==> config.mk <==
export PLATFORM = sky130hd
export DESIGN_NAME = alu_issue
export DESIGN_NICKNAME = d
export VERILOG_FILES = /design/src/rtl/alu_issue_pkg.sv /design/src/rtl/alu_issue_dec.sv /design/src/rtl/alu_issue.sv
export SDC_FILE = /design/constraint.sdc
export NUM_CORES = 1
export LEC_CHECK = 0
export CORE_MARGIN = 2
export CORE_UTILIZATION = 40
export CTS_CLUSTER_SIZE = 12
export DETAILED_ROUTE_END_ITERATION = 16
export PLACE_DENSITY = 0.69
export REMOVE_ABC_BUFFERS = 1
export SLEW_MARGIN = 20
export SYNTH_ARGS = -nofsm -noshare
export SYNTH_HDL_FRONTEND = slang
export SYNTH_SLANG_ARGS = --single-unit
==> constraint.sdc <==
create_clock -name clk_in -period 2.45 [get_ports clk_in]
set_input_delay 0.49 -clock clk_in [delete_from_list [all_inputs] [get_ports clk_in]]
set_output_delay 0.49 -clock clk_in [all_outputs]
set_load 0.005 [all_outputs]
==> src/rtl/alu_issue_pkg.sv <==
// Shared RV32I ALU issue definitions: opcode/funct constants, control IDs,
// the buffered entry layout and the skid-buffer state encoding.
package alu_issue_pkg;

    localparam logic [6:0] OPC_OP    = 7'b0110011;
    localparam logic [6:0] OPC_OPIMM = 7'b0010011;
    localparam logic [6:0] OPC_LUI   = 7'b0110111;
    localparam logic [6:0] OPC_AUIPC = 7'b0010111;

    localparam logic [2:0] FUNCT3_ADD  = 3'b000;
    localparam logic [2:0] FUNCT3_SLL  = 3'b001;
    localparam logic [2:0] FUNCT3_SLT  = 3'b010;
    localparam logic [2:0] FUNCT3_SLTU = 3'b011;
    localparam logic [2:0] FUNCT3_XOR  = 3'b100;
    localparam logic [2:0] FUNCT3_SR   = 3'b101;
    localparam logic [2:0] FUNCT3_OR   = 3'b110;
    localparam logic [2:0] FUNCT3_AND  = 3'b111;

    localparam logic [6:0] FUNCT7_BASE = 7'b0000000;
    localparam logic [6:0] FUNCT7_ALT  = 7'b0100000;

    localparam logic [9:0] CID_ADD  = {FUNCT3_ADD,  FUNCT7_BASE};
    localparam logic [9:0] CID_SUB  = {FUNCT3_ADD,  FUNCT7_ALT};
    localparam logic [9:0] CID_SLL  = {FUNCT3_SLL,  FUNCT7_BASE};
    localparam logic [9:0] CID_SLT  = {FUNCT3_SLT,  FUNCT7_BASE};
    localparam logic [9:0] CID_SLTU = {FUNCT3_SLTU, FUNCT7_BASE};
    localparam logic [9:0] CID_XOR  = {FUNCT3_XOR,  FUNCT7_BASE};
    localparam logic [9:0] CID_SRL  = {FUNCT3_SR,   FUNCT7_BASE};
    localparam logic [9:0] CID_SRA  = {FUNCT3_SR,   FUNCT7_ALT};
    localparam logic [9:0] CID_OR   = {FUNCT3_OR,   FUNCT7_BASE};
    localparam logic [9:0] CID_AND  = {FUNCT3_AND,  FUNCT7_BASE};

    typedef struct packed {
        logic [9:0]  cid;
        logic [31:0] arg1;
        logic [31:0] arg2;
        logic [4:0]  rd;
        logic        illegal;
    } issue_t;

    typedef enum logic [1:0] {
        BUF_EMPTY = 2'd0,
        BUF_ONE   = 2'd1,
        BUF_FULL  = 2'd2
    } buf_state_t;

    function automatic logic is_shift(input logic [2:0] funct3);
        return (funct3 == FUNCT3_SLL) || (funct3 == FUNCT3_SR);
    endfunction

endpackage

==> src/rtl/alu_issue_dec.sv <==
// Combinational RV32I OP/OP-IMM/LUI/AUIPC decoder producing one ALU issue entry.
module alu_issue_dec
    import alu_issue_pkg::*;
#(
    parameter logic [9:0] ILLEGAL_CID = 10'h3FF,
    parameter bit         EN_UPPER    = 1'b1
) (
    input  logic [31:0] instr,
    input  logic [31:0] pc,
    input  logic [31:0] rs1,
    input  logic [31:0] rs2,
    output issue_t      dec
);

    logic [6:0]  opcode;
    logic [2:0]  funct3;
    logic [6:0]  funct7;
    logic        legal;
    logic [9:0]  cid;
    logic [31:0] arg1;
    logic [31:0] arg2;

    assign opcode = instr[6:0];
    assign funct3 = instr[14:12];
    assign funct7 = instr[31:25];

    always_comb begin
        legal = 1'b0;
        cid   = ILLEGAL_CID;
        arg1  = '0;
        arg2  = '0;
        unique case (opcode)
            OPC_OP: begin
                legal = (funct7 == FUNCT7_BASE) ||
                        ((funct7 == FUNCT7_ALT) &&
                         ((funct3 == FUNCT3_ADD) || (funct3 == FUNCT3_SR)));
                cid   = {funct3, funct7};
                arg1  = rs1;
                // The ALU shifts by the full arg2, so the amount is masked here.
                arg2  = is_shift(funct3) ? {27'b0, rs2[4:0]} : rs2;
            end
            OPC_OPIMM: begin
                arg1 = rs1;
                if (is_shift(funct3)) begin
                    legal = (funct7 == FUNCT7_BASE) ||
                            ((funct3 == FUNCT3_SR) && (funct7 == FUNCT7_ALT));
                    cid   = {funct3, funct7};
                    arg2  = {27'b0, instr[24:20]};
                end else begin
                    // instr[30] is immediate bits here, so ADDI never maps to SUB.
                    legal = 1'b1;
                    cid   = {funct3, FUNCT7_BASE};
                    arg2  = {{20{instr[31]}}, instr[31:20]};
                end
            end
            OPC_LUI: begin
                legal = EN_UPPER;
                cid   = CID_ADD;
                arg1  = '0;
                arg2  = {instr[31:12], 12'b0};
            end
            OPC_AUIPC: begin
                legal = EN_UPPER;
                cid   = CID_ADD;
                arg1  = pc;
                arg2  = {instr[31:12], 12'b0};
            end
            default: legal = 1'b0;
        endcase
    end

    always_comb begin
        if (legal) begin
            dec.cid     = cid;
            dec.arg1    = arg1;
            dec.arg2    = arg2;
            dec.rd      = instr[11:7];
            dec.illegal = 1'b0;
        end else begin
            dec.cid     = ILLEGAL_CID;
            dec.arg1    = '0;
            dec.arg2    = '0;
            dec.rd      = '0;
            dec.illegal = 1'b1;
        end
    end

endmodule

==> src/rtl/alu_issue.sv <==
// ALU issue stage: decodes accepted words into a 2-entry skid buffer whose
// head drives the ALU operation interface.
module alu_issue
    import alu_issue_pkg::*;
#(
    parameter logic [9:0] ILLEGAL_CID = 10'h3FF,
    parameter bit         EN_UPPER    = 1'b1
) (
    input  logic        clk_in,
    input  logic        rst_in,
    input  logic        iss_valid_in,
    output logic        iss_ready_out,
    input  logic [31:0] iss_instr_in,
    input  logic [31:0] iss_pc_in,
    input  logic [31:0] iss_rs1_in,
    input  logic [31:0] iss_rs2_in,
    output logic        alu_valid_out,
    input  logic        alu_ready_in,
    output logic [9:0]  alu_cid_out,
    output logic [31:0] alu_arg1_out,
    output logic [31:0] alu_arg2_out,
    output logic [4:0]  alu_rd_out,
    output logic        alu_illegal_out
);

    localparam issue_t RESET_ENTRY = '{
        cid:     ILLEGAL_CID,
        arg1:    32'd0,
        arg2:    32'd0,
        rd:      5'd0,
        illegal: 1'b0
    };

    buf_state_t state;
    buf_state_t state_nxt;
    issue_t     dec;
    issue_t     head;
    issue_t     tail;
    logic       ready;
    logic       accept;
    logic       pop;
    logic       head_from_dec;
    logic       head_from_tail;
    logic       tail_from_dec;

    alu_issue_dec #(
        .ILLEGAL_CID (ILLEGAL_CID),
        .EN_UPPER    (EN_UPPER)
    ) u_dec (
        .instr (iss_instr_in),
        .pc    (iss_pc_in),
        .rs1   (iss_rs1_in),
        .rs2   (iss_rs2_in),
        .dec   (dec)
    );

    assign accept = iss_valid_in && ready;
    assign pop    = (state != BUF_EMPTY) && alu_ready_in;

    always_comb begin
        state_nxt      = state;
        head_from_dec  = 1'b0;
        head_from_tail = 1'b0;
        tail_from_dec  = 1'b0;
        unique case (state)
            BUF_EMPTY: begin
                if (accept) begin
                    state_nxt     = BUF_ONE;
                    head_from_dec = 1'b1;
                end
            end
            BUF_ONE: begin
                if (accept && pop) begin
                    head_from_dec = 1'b1;
                end else if (accept) begin
                    state_nxt     = BUF_FULL;
                    tail_from_dec = 1'b1;
                end else if (pop) begin
                    state_nxt = BUF_EMPTY;
                end
            end
            BUF_FULL: begin
                if (pop) begin
                    state_nxt      = BUF_ONE;
                    head_from_tail = 1'b1;
                end
            end
            default: state_nxt = BUF_EMPTY;
        endcase
    end

    always_ff @(posedge clk_in) begin
        if (rst_in) begin
            state <= BUF_EMPTY;
            ready <= 1'b1;
            head  <= RESET_ENTRY;
            tail  <= RESET_ENTRY;
        end else begin
            state <= state_nxt;
            ready <= (state_nxt != BUF_FULL);
            if (head_from_dec) begin
                head <= dec;
            end else if (head_from_tail) begin
                head <= tail;
            end
            if (tail_from_dec) begin
                tail <= dec;
            end
        end
    end

    assign iss_ready_out   = ready;
    assign alu_valid_out   = (state != BUF_EMPTY);
    assign alu_cid_out     = head.cid;
    assign alu_arg1_out    = head.arg1;
    assign alu_arg2_out    = head.arg2;
    assign alu_rd_out      = head.rd;
    assign alu_illegal_out = head.illegal;

endmodule

run_1/pdn.png
Scale bar: 50 um. Pins as bars on the die edge. Tap cells in grey.
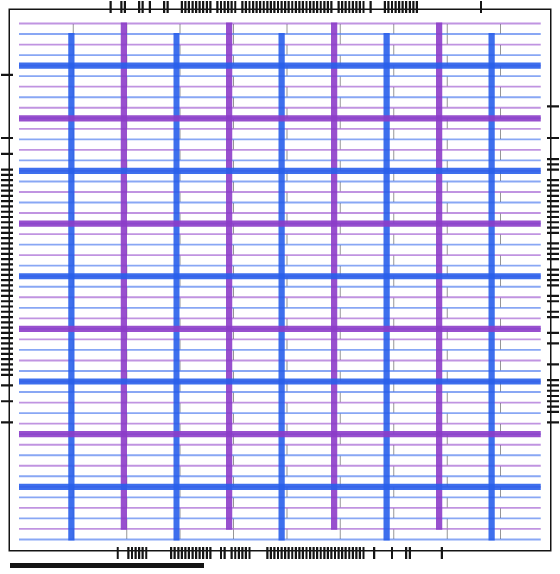
Purple stands for VDD. Blue stands for VSS.
50 met1 rails follow the rows. The core has 49 rows. 9 straps on met4. 214 signal pins sit on the boundary.

run_1/cell_classes.png
Scale bar: 50 um.
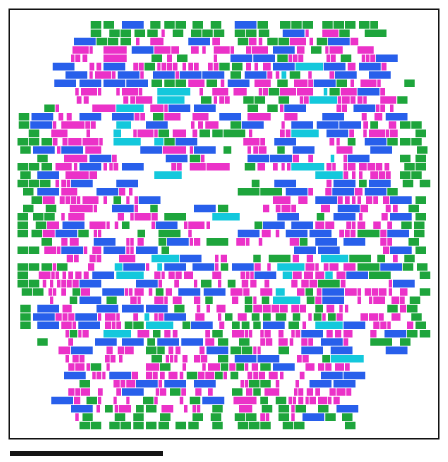
Green stands for other buffers and delay cells, cells 280, share of their area 27%. Cyan stands for clock drivers and dummy loads, cells 32, share of their area 5.8%. Magenta stands for all other logic, cells 574, share of their area 36%. Blue stands for flops, cells 163, share of their area 31%.

run_1/clock_map.png
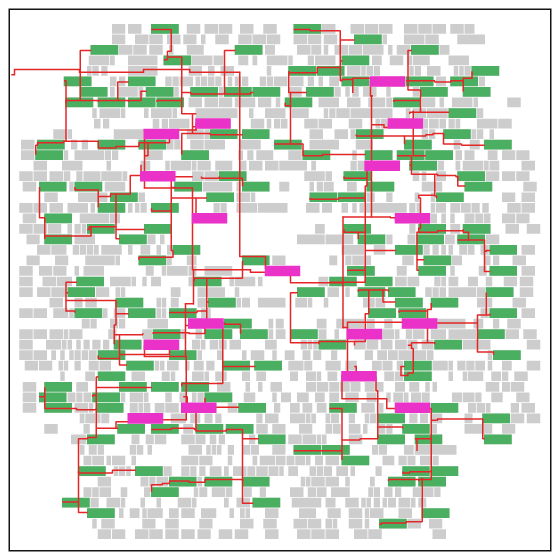
Magenta stands for cells driving clock nets, count 17. Red stands for clock wires, length 1940 um. Green stands for flip-flops, count 163.
Position of the flops: widely spread.
clock group share of total power: 40.1%
Final Skew: 0.00626 ns
latest clock arrival within the worst-skew pair: 0.42 ns

==> Slide: Implementation Results, run 1 <==
Key Metrics from the Run

Power
  – Sequential fraction of design power: around 43%
  – Int Pwr: 5100 uW
  – Leading power group: registers
  – Clk. pwr: 2720 uW
  – Switching pwr: 1700 uW
  – Comb power frac: 17.1%
  – P_seq: 2910 uW
  – Comb pwr: roughly 1200 uW

Finish
  – FF/Latch Area: 3260 um^2
  – Signal buffers: 280
  – Largest cell class: combinational gates
  – Signal buf overhead: a little over a quarter
  – Area of the multi-input gates: around 3700 um^2
  – Most common logic cell in the routed design: clkdlybuf4s50_1
  – Clock network share of area: 5.61%
  – Comb/total area: 34.9%
  – Synthesis-to-layout area growth: 45.7%
  – Seq area share: 30.5%
  – Layout clock buffers: 20
  – Filler cells: ~1.5k
  – Ant diodes: 0

Setup path
  – R2R setup slack: 0.56 ns
  – Stages on the worst setup path: 8
  – Crit path launch type: input pin
  – CP max FO: 20
  – CP max stage cell: clkdlybuf4s50_1
  – Largest stage delay, worst path: roughly 0.46 ns
  – Worst path bufs/invs: 3
  – Crit path DAT: between 2 and 3 ns
  – Critical path's top delay family: buffers and inverters
  – Sequence of cells on the critical path: clkdlybuf4s50_1 -> nor4_2 -> buf_4 -> o2bb2ai_1 -> and4_4 -> buf_12 -> a22oi_2 -> a2111oi_2
  – CP endpoint: alu_arg1_out[4]

Placement
  – Placed Instance Area: 10100 um^2
  – Final Wtd Congestion: slightly above 0.8
  – Port Buf Inserts: roughly 210
  – Detail Placement HPWL: 15300 um
  – Worst slack at placement: -0.369 ns

Die
  – Tap Count: 229
  – # IOs: approximately 210
  – DIE HEIGHT: approximately 140 um
  – Die area: approximately 19000 um^2
  – Die Span X: 139 um
  – Floorplan core density: roughly two fifths

Synth
  – FFs w/ async S/R, synth: 0%
  – Area leader share: 44.4%
  – Gate Count Post-Synth: just over 800
  – XOR/XNOR Area Share: 0%
  – Chip Area, Yosys: approximately 7300 um^2
  – Largest cells by area: dfxtp_1 44%, a2111oi_2 7.6%, nand2_1 5.2%
  – Comb area leader: AND-OR/OR-AND gates
  – Synth Seq Share: 44.4%
  – Adder Area Share: 0%
  – Flops after synth: around 160
  – Leading area contributor after synthesis: dfxtp_1
  – Post-synth EDFFs: 0
  – Top post-synthesis cells by count: 163 x dfxtp_1, 101 x nand2_1, 96 x nor2_1, 62 x clkbuf_1, 60 x o21ai_0
  – Tally of yosys warning messages: 0
  – Post-Syn Area per Cell: 8.97 um^2
  – Library cells used by synthesis: 55
  – Netlist Area Pre-Place: 7340 um^2
  – Multiplexer share: 1.69%

Timing
  – Final hold violations: 0
  – Fin crit share: roughly 97%
  – Final setup vio count: 0
  – Tightest hold margin: 0.456 ns
  – Slew @ Worst Pin: 0.467 ns

Detailed routing
  – Vias per inst: 5.61
  – Met3 wire length: 1100 um
  – DR WL/cell: about 18 um
  – # DRC: 0
  – Number of DRC markers in iteration 0: between 400 and 500
  – Routed WL: 22400 um
  – DRT Pass-1 Iters: 5
  – ANT nets after route: 0
  – Met2 routed WL: 10600 um

Clock network
  – Clock Path Buffers: 2
  – Root Driver: clkbuf_16
  – CTS resizes: 0
  – Post CTS Setup Buffer Count: 0

GRT
  – GR Util All Layers: 22.7%
  – Initial antenna violation count: 0
  – Vias in the first global route: 6821
  – Largest net degree at the start of global routing: ~80
  – Gr ovfl total: 0
  – Global-route wire length before repair: 36000 um
  – Global routing usage on met2: 36.6%
  – Global routing's busiest layer: met2

Worst hold path
  – HP Class: reg -> reg

Status
  – Status: complete, no violations
[run 1: worst min path at each step]
stage / start / end / cells after the start
after floorplan: tail[1] / tail[1] / 2
after global placement: tail[2] / tail[2] / 2
after detailed placement: tail[5] / tail[5] / 2
after CTS: tail[5] / tail[5] / 2
after global routing: tail[74] / tail[74] / 1
final: tail[17] / tail[17] / 2
[run 1: flip-flops by register name, summed over array words and instances (netlist names)]
register and flops:
alu_arg1_out 32, alu_illegal_out 1, alu_rd_out 5, alu_cid_out 10
state 2, alu_arg2_out 32, tail 80, iss_ready_out 1
[run 1: metrics by stage]
step                power (uW)  util, %  instances
CTS                       6850     59.6       1278
global route              7070     59.6       1278
detailed placement        4130     56.2       1246
finish                    6800     59.6       1278
floorplan                 3390        -        737
global placement          4120     56.2       1246
run_1/final_congestion.png
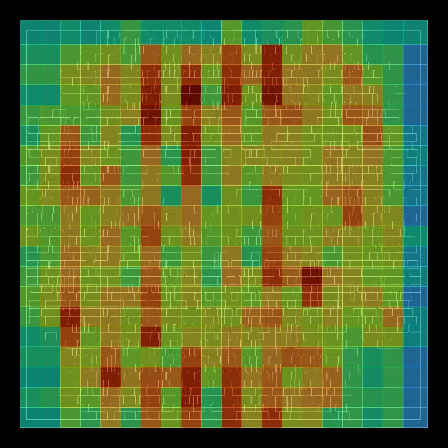

==> inputs of run 2 (changes only) <==
--- a/config.mk
+++ b/config.mk
@@ -11,3 +11,3 @@
 export DETAILED_ROUTE_END_ITERATION = 16
-export PLACE_DENSITY = 0.69
+export PLACE_DENSITY = 0.68
 export REMOVE_ABC_BUFFERS = 1
@@ -16,2 +16,3 @@
 export SYNTH_HDL_FRONTEND = slang
+export SYNTH_HIERARCHICAL = 1
 export SYNTH_SLANG_ARGS = --single-unit
--- a/constraint.sdc
+++ b/constraint.sdc
@@ -3,2 +3,2 @@
 set_output_delay 0.49 -clock clk_in [all_outputs]
-set_load 0.005 [all_outputs]
+set_load 0.02 [all_outputs]
run_2/final_congestion.png
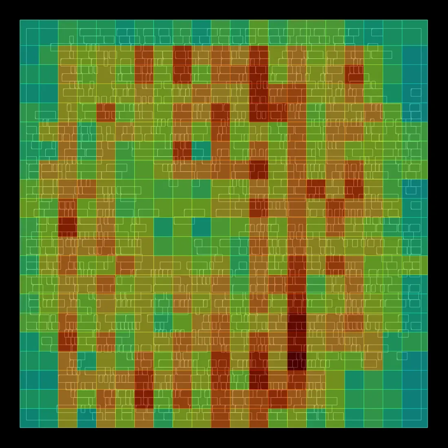
DR WL/cell: 16.7 um
met3 GRT Util: 3.70%
GR Util All Layers: 22.7%
post-layout util: 58.2%

==> run 2 against run 1 <==
  * Cell count rose by 18%
  * Largest cell class unchanged
  * Non-clock buffer count rose by 19
  * First-iteration DRC count rose by 23%
==> Slide: Implementation Results, run 2 <==
Key Metrics from the Run

Status
  – Status: complete, no violations

Die
  – DIE HEIGHT: 147 um (+5.5%)
  – Die Span X: 147 um (+5.5%)
  – Die area: 21700 um^2 (+11%)
  – # IOs: 214 (unchanged)

Detailed routing
  – Number of DRC markers in iteration 0: 560 (+23%)
  – ANT nets after route: 0 (unchanged)
  – DRT Pass-1 Iters: 5 (unchanged)
  – Vias per inst: 5.36 (-4.4%)
  – # DRC: 0 (unchanged)

Synth
  – Library cells used by synthesis: 47 (-15%)
  – Flops after synth: 163 (unchanged)
  – Netlist Area Pre-Place: 8210 um^2 (+12%)
  – Gate Count Post-Synth: 1011 (+23%)
  – Top post-synthesis cells by count: 349 x nand2_1, 163 x dfxtp_1, 98 x a21oi_1, 73 x nor2_1, 70 x a311oi_2
  – Leading area contributor after synthesis: dfxtp_1
  – Area leader share: 39.8% (-4.7 points)
  – Chip Area, Yosys: 8210 um^2 (+12%)
  – FFs w/ async S/R, synth: 0% (unchanged)
  – Tally of yosys warning messages: 6 (+6)

Timing
  – Final Skew: 0.0106 ns (+0.00433 ns)
  – Final hold violations: 0 (unchanged)
  – Fin crit share: 97.2% (+0.20 points)
  – Final setup vio count: 0 (unchanged)

Finish
  – Area of the multi-input gates: 4530 um^2 (+21%)
  – FF/Latch Area: 3260 um^2 (unchanged)
  – Most common logic cell in the routed design: nand2_1
  – Signal buffers: 299 (+6.8%)
  – Max reg flops: 80 (unchanged)
  – Post-Layout Cell Count: 1514 (+18%)
  – Filler cells: 1829 (+19%)
  – Clock network share of area: 4.82% (-0.80 points)
  – Reg with most FFs: tail
  – Signal buf overhead: 25.8% (-0.49 points)
  – Largest cell class: combinational gates

Clock network
  – Post CTS Setup Buffer Count: 0 (unchanged)
  – Clock Path Buffers: 2 (unchanged)
  – CTS resizes: 0 (unchanged)
  – Latest clock arrival within the worst-skew pair: 0.42 ns (about the same)
  – Root Driver: clkbuf_16

Power
  – Power, Total: 6640 uW (-2.3%)
  – Comb pwr: 1220 uW (+4%)
  – Sequential fraction of design power: 42.4% (-0.4 points)
  – Switching pwr: 1860 uW (+9.0%)
  – Leading power group: registers
  – P_seq: 2820 uW (-3%)
  – Clk. pwr: 2600 uW (-4%)

GRT
  – Vias in the first global route: 7770 (+14%)
  – Largest net degree at the start of global routing: 78 (unchanged)
  – Global routing usage on met2: 38.3% (+1.8 points)
  – Global-route wire length before repair: 40000 um (+11%)
  – Initial antenna violation count: 0 (unchanged)

Setup path
  – Sequence of cells on the critical path: clkdlybuf4s50_1 -> or4_4 -> nor3_4 -> buf_4 -> o21a_4 -> buf_12 -> a32o_1 -> nor2_1 -> a311oi_2
  – Worst path bufs/invs: 3 (unchanged)
  – Crit path DAT: 2.72 ns (+0.05 ns)
  – Crit path launch type: input pin

Placement
  – Placed cell count: 1480 (+19%)
  – Port Buf Inserts: 213 (unchanged)
  – Placed Instance Area: 11000 um^2 (+9.3%)
  – Worst slack at placement: -0.400 ns (-0.0313 ns)
  – Final Wtd Congestion: 0.814 (+0.61%)
  – Detail Placement HPWL: 16600 um (+8.6%)

Worst hold path
  – HP Class: in -> reg
  – Hold Path Origin: rst_in
-- run 2: cell types whose count changed after synthesis, sizes merged, moves of 34 or more --
| cell | change |
|---|---|
| nand2 | +248 |
| a311oi | +69 |
| o21ai | -54 |
| a21oi | +51 |
| a31oi | -44 |
| a2111oi | -37 |
| a22oi | -34 |
-- run 2: final timing paths --
check                                   endpoint  slack (ns)  cells after the start
worst max register to register    alu_cid_out[5]        0.65                      4
worst min-delay path            alu_arg1_out[16]        0.38                      2
worst max-delay path            alu_arg1_out[29]        0.07                      9
worst min register to register          tail[60]        0.45                      2
-- run 2: cells by family after synthesis --
family	after synthesis	synth area share (%)
simple gates	482	24.2
compound gates	250	27.9
flops	163	39.8
buf+inv	103	6.51
mux	13	1.60
Power figures rest on the tool's default switching activity, not on a simulated workload.
